Fig. 1: metal 2
Bar = 50 µm.
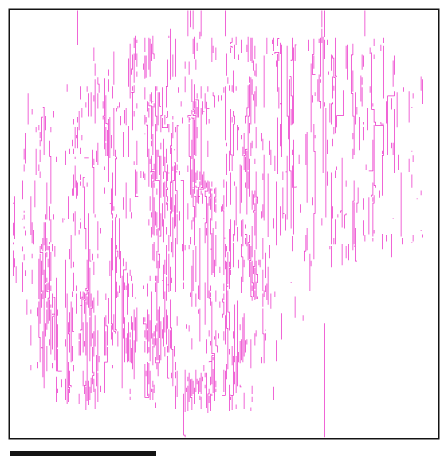
Fig. 2: cell placement
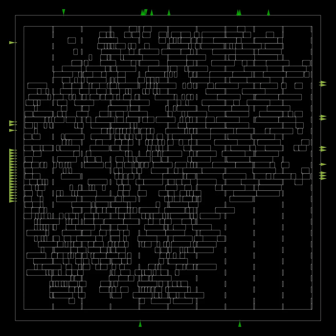
### config.mk
export PLATFORM = sky130hd
export DESIGN_NAME = uart_rx_fifo
export DESIGN_NICKNAME = d
export VERILOG_FILES = /design/src/rtl/uart_rx_fifo.sv
export SDC_FILE = /design/constraint.sdc
export NUM_CORES = 1
export LEC_CHECK = 0
export CAP_MARGIN = 30
export CORE_MARGIN = 4
export CORE_UTILIZATION = 35
export CTS_CLUSTER_SIZE = 28
export DETAILED_ROUTE_END_ITERATION = 16
export PLACE_DENSITY = 0.51
export RECOVER_POWER = 50
export SYNTH_ARGS = -nofsm -noshare
export SYNTH_HDL_FRONTEND = slang
export SYNTH_SLANG_ARGS = --single-unit
### constraint.sdc
create_clock -name clk -period 3.5 [get_ports clk]
set_input_delay 0.525 -clock clk [delete_from_list [all_inputs] [get_ports clk]]
set_output_delay 0.525 -clock clk [all_outputs]
set_load 0.01 [all_outputs]
### src/rtl/uart_rx_fifo.sv
// rtl/uart_rx_fifo.sv - UART receiver with 16x oversampling, majority voting and a FWFT frame FIFO.
module uart_rx_fifo #(
  parameter int MaxDataBits = 9,
  parameter int DivWidth    = 16,
  parameter int FifoDepth   = 4
) (
  input  logic                         clk,
  input  logic                         rst,
  input  logic                         rx_in,
  input  logic [DivWidth-1:0]          cfg_div,
  input  logic [3:0]                   cfg_data_bits,
  input  logic [1:0]                   cfg_parity,
  input  logic                         cfg_two_stop,
  output logic [MaxDataBits-1:0]       m_data,
  output logic                         m_parity_err,
  output logic                         m_frame_err,
  output logic                         m_break,
  output logic                         m_valid,
  input  logic                         m_ready,
  output logic                         overrun,
  output logic [$clog2(FifoDepth):0]   fifo_count
);

  localparam int AW = $clog2(FifoDepth);
  localparam int CW = AW + 1;
  localparam int EW = MaxDataBits + 3;

  typedef enum logic [2:0] {IDLE, START, DATA, PARITY, STOP, BRK_WAIT} state_t;

  state_t                  state;
  logic [1:0]              sync;
  logic                    rx_s;
  logic [DivWidth-1:0]     pre, div_l;
  logic [3:0]              tcnt, bit_cnt, bits_l;
  logic                    par_en, par_odd, two_l;
  logic                    s7, s8, maj, tick, samp;
  logic [MaxDataBits-1:0]  shreg, bit_mask;
  logic                    par_acc, any_one, fe_acc, brk1, stop2nd;
  logic                    brk_now, fe_now;
  logic                    push;
  logic [EW-1:0]           push_entry;

  always_ff @(posedge clk or posedge rst) begin
    if (rst) sync <= 2'b11;
    else     sync <= {sync[0], rx_in};
  end
  assign rx_s = sync[1];

  assign tick     = (pre >= div_l - DivWidth'(1));
  assign samp     = tick && (tcnt == 4'd9);
  assign maj      = (s7 & s8) | (s7 & rx_s) | (s8 & rx_s);
  assign bit_mask = MaxDataBits'(1) << bit_cnt;
  // Break is judged on the first stop bit; with two stop bits it was captured in brk1.
  assign brk_now  = stop2nd ? brk1 : (!any_one && !maj);
  assign fe_now   = fe_acc | !maj;

  always_ff @(posedge clk or posedge rst) begin
    if (rst) begin
      state      <= IDLE;
      pre        <= '0;
      div_l      <= DivWidth'(1);
      tcnt       <= '0;
      bit_cnt    <= '0;
      bits_l     <= 4'd8;
      par_en     <= 1'b0;
      par_odd    <= 1'b0;
      two_l      <= 1'b0;
      s7         <= 1'b1;
      s8         <= 1'b1;
      shreg      <= '0;
      par_acc    <= 1'b0;
      any_one    <= 1'b0;
      fe_acc     <= 1'b0;
      brk1       <= 1'b0;
      stop2nd    <= 1'b0;
      push       <= 1'b0;
      push_entry <= '0;
    end else begin
      push <= 1'b0;
      if (state != IDLE) begin
        if (tick) begin
          pre  <= '0;
          tcnt <= tcnt + 4'd1;
          if (tcnt == 4'd7) s7 <= rx_s;
          if (tcnt == 4'd8) s8 <= rx_s;
        end else begin
          pre <= pre + DivWidth'(1);
        end
      end
      case (state)
        IDLE: if (!rx_s) begin
          pre     <= '0;
          tcnt    <= '0;
          div_l   <= (cfg_div == '0) ? DivWidth'(1) : cfg_div;
          bits_l  <= cfg_data_bits;
          par_en  <= (cfg_parity == 2'd1) || (cfg_parity == 2'd2);
          par_odd <= (cfg_parity == 2'd2);
          two_l   <= cfg_two_stop;
          shreg   <= '0;
          par_acc <= 1'b0;
          any_one <= 1'b0;
          fe_acc  <= 1'b0;
          brk1    <= 1'b0;
          stop2nd <= 1'b0;
          bit_cnt <= '0;
          state   <= START;
        end
        START: if (samp) state <= maj ? IDLE : DATA;
        DATA: if (samp) begin
          if (maj) shreg <= shreg | bit_mask;
          par_acc <= par_acc ^ maj;
          any_one <= any_one | maj;
          bit_cnt <= bit_cnt + 4'd1;
          if (bit_cnt + 4'd1 >= bits_l) state <= par_en ? PARITY : STOP;
        end
        PARITY: if (samp) begin
          par_acc <= par_acc ^ maj;
          any_one <= any_one | maj;
          state   <= STOP;
        end
        STOP: if (samp) begin
          if (two_l && !stop2nd) begin
            stop2nd <= 1'b1;
            fe_acc  <= !maj;
            brk1    <= !any_one && !maj;
          end else begin
            push <= 1'b1;
            if (brk_now) push_entry <= {3'b100, {MaxDataBits{1'b0}}};
            else         push_entry <= {1'b0, fe_now, par_en & (par_acc ^ par_odd), shreg};
            state <= (brk_now || fe_now) ? BRK_WAIT : IDLE;
          end
        end
        BRK_WAIT: if (rx_s) state <= IDLE;
        default: state <= IDLE;
      endcase
    end
  end

  logic [EW-1:0] mem [FifoDepth];
  logic [AW-1:0] wr_ptr, rd_ptr;
  logic          pop, full, wr_en;
  logic [EW-1:0] head;

  assign m_valid = (fifo_count != '0);
  assign pop     = m_valid && m_ready;
  assign full    = (fifo_count == CW'(FifoDepth));
  // A push into a full FIFO still lands when the head leaves in the same cycle.
  assign wr_en   = push && (!full || pop);
  assign head    = m_valid ? mem[rd_ptr] : '0;
  assign {m_break, m_frame_err, m_parity_err, m_data} = head;

  always_ff @(posedge clk) begin
    if (wr_en) mem[wr_ptr] <= push_entry;
  end

  always_ff @(posedge clk or posedge rst) begin
    if (rst) begin
      wr_ptr     <= '0;
      rd_ptr     <= '0;
      fifo_count <= '0;
      overrun    <= 1'b0;
    end else begin
      overrun <= push && full && !pop;
      if (wr_en) wr_ptr <= wr_ptr + AW'(1);
      if (pop)   rd_ptr <= rd_ptr + AW'(1);
      case ({wr_en, pop})
        2'b10:   fifo_count <= fifo_count + CW'(1);
        2'b01:   fifo_count <= fifo_count - CW'(1);
        default: fifo_count <= fifo_count;
      endcase
    end
  end

endmodule

==> COMMIT_EDITMSG <==
Refresh implementation metrics

* Number of non-clock buffers in the layout: 83
* Global router's overall resource usage: 14.2%
* Number of setup violations in the final report: 6
- Multi-input gates: about 430
* Remaining routing DRC violations: 0
- Max Root-Sink Buffers: 2
- TritonCTS built the clock tree.
- The top cell type in the final layout, fill and taps aside, is nand2_1.
* Final Max-Slew Violation Tally: 41
- OpenROAD warnings: 37
* Cell-by-cell trace of the critical path: or3_4 > or4_4 > xor2_2 > ha_1 > nand4_1 > or4_4 > a31oi_4 > nor3_4 > buf_12 > nor4_4 > mux2_4
- Per the CTS log, the maximum H-tree level is 4.
* Placeable core region: 18,800 µm²
* Headroom to the max-slew limit: -46.4%
* Number of clock buffers in the layout: 17
* Count of boundary I/O pins: 44
- Buffering stage count on the worst path with inverters included: 1
- Final number of hold-violating endpoints: 0
- The final reports fail on capacitance limit, slew limit, setup timing.
- After its last routability iteration, the placer logged a weighted congestion of 0.792.
- STA on the placed design reports a worst setup slack of -0.118 ns.
- Area Overhead vs Synth: 25.6%
* Maxcap violations: 1
- The clock net in this run drives a total of 137 sinks.
* Synth cell types: 52
* Parity-gate share of the synthesized area counting xor and xnor cells: 4.68%
* Die ar.: 21,500 µm²
- Root Driver: clkbuf_16
* Die Span X: between 100 and 150 µm
- Cell-internal power: 0.00278 W
- Number of signal-net inverters in the final layout: 25
* Cell mode on critical path: or4_4
* Vias per cell: around 4.9
- The finished layout reports a core utilization of 45.0%.
- Endpoint of the worst setup timing path: s7$_DFFE_PP1P_
- MUX area fraction: 5.57%
* Adder share: under 10%
* Unrepaired setup endpoints after global routing: true
- After layout, the design draws a total of 0.00379 W.
- The number of cells reported by Yosys stat comes to between 600 and 700.
- The clock network is responsible for around 47% of the overall power.
- Net count after synthesis: 680
- Final total negative setup slack: -0.0877 ns
- CP arrival: 3.90 ns
- 0 antenna diodes ended up in the layout.
- Sequential elements use about 55% of the synthesized area.
- The cell family contributing the most delay on the critical path is simple AND/OR/NAND/NOR gates.
- Looking at the reg2reg group, the worst path ends at s7$_DFFE_PP1P_.
* Chip height: 147 µm
* Leakage: 3.60 nW
- In this design, the stage delay of the slowest critical-path cell is 0.55 ns.
- Final critical delay including setup and external delays: 3.55 ns
- The critical path is of the reg2reg type.
- For reference, simple AND, OR, NAND and NOR cells occupy 18.0% of the area reported after synthesis.
- The run finished, with violations left.
* Final critical-path setup slack: -0.0531 ns
* Clock Skews: 0.0116 ns
- The worst path uses 102% of the clock period.
- Once synthesis finished, the tally of register bits stood at around 140.
- Final HPWL from detailed placement: 10.5 mm
- Among all flip-flop cells after synthesis, the most frequent one is dfrtp_1.
- Number of cell rows: 50
* Smallest hold slack: 0.366 ns
- Post-synthesis cell count: 615
* Startpoint of the most critical setup path: div_l[8]$_DFFE_PP0P_
- For this run, the top clock speed supported by timing is roughly 280 MHz.
-- Fig. 1 (at the start) --
main direction: vertical
longest straight run: 46.6 µm
wire length on this layer: 6,980 µm
nets with wire on the layer: 622
share of all routed wire: 47%
Vias: 4,761
GR met2 Demand/Resource: 22.4%
sum of routed wire length over all layers: 14.8 mm

-- Fig. 2 (at the start) --
flop share of the area: 43.4%
Filler Cells Inserted: 1,772
number of tapcells: 260

==> synth_stat cells, types with 11 or more instances <==
cell type  instances  area [µm²]
nand2_1          113         424
dfrtp_1           83        2080
edfxtp_1          48        1440
nor2_1            39         146
ha_1              37         463
o21ai_0           37         185
inv_1             25        93.8
nand3_1           22         110
xnor2_1           21         184
and2_1            19         119
clkbuf_1          18        67.6
xor2_1            15         131
mux4_2            12         270
nor3_1            11        55.1
==> stage by stage <==
stage | instance area [µm²] | cells
after global routing | 8470 | 965
after global placement | 7680 | 926
final | 8470 | 965
after floorplan | 6770 | 615
after detailed placement | 7680 | 926
after CTS | 8310 | 958
==> worst register-to-register path, cell delays in order, from the launching register on <==
cell     delay, ns
dfrtp_1       0.38
or3_4         0.40
or4_4         0.54
xor2_2        0.17
ha_1          0.30
nand4_1       0.12
or4_4         0.55
a31oi_4       0.21
nor3_4        0.08
buf_12        0.14
nor4_4        0.27
mux2_4        0.33
==> per-layer routing <==
layer | GRT usage [%] | wire, µm
met3 | 3.05 | 480
met5 | 0 | 0
met4 | 5.46 | 242
met1 | 19.2 | 7040
met2 | 22.4 | 6980
==> logic make-up (layout without fill, tap and decap cells) <==
family / Yosys count / in the layout
AND/OR/NAND/NOR: 257 / 257
flip-flops: 137 / 137
AND-OR/OR-AND: 75 / 75
buffers and inverters: 50 / 140
adder cells (fa/ha/maj): 38 / 38
XOR/XNOR: 36 / 36
multiplexers: 22 / 22
==> sequential cells by signal (all words and copies together) (netlist names), 2 cells and up <==
signal / cells
bit_cnt: 4
pre: 16
tcnt: 4
state: 3
sync: 2
wr_ptr: 2
mem: 48
fifo_count: 3
div_l: 16
bits_l: 4
rd_ptr: 2
push_entry: 12
shreg: 9
No activity file was given, so power comes from the tool's default toggle rates.
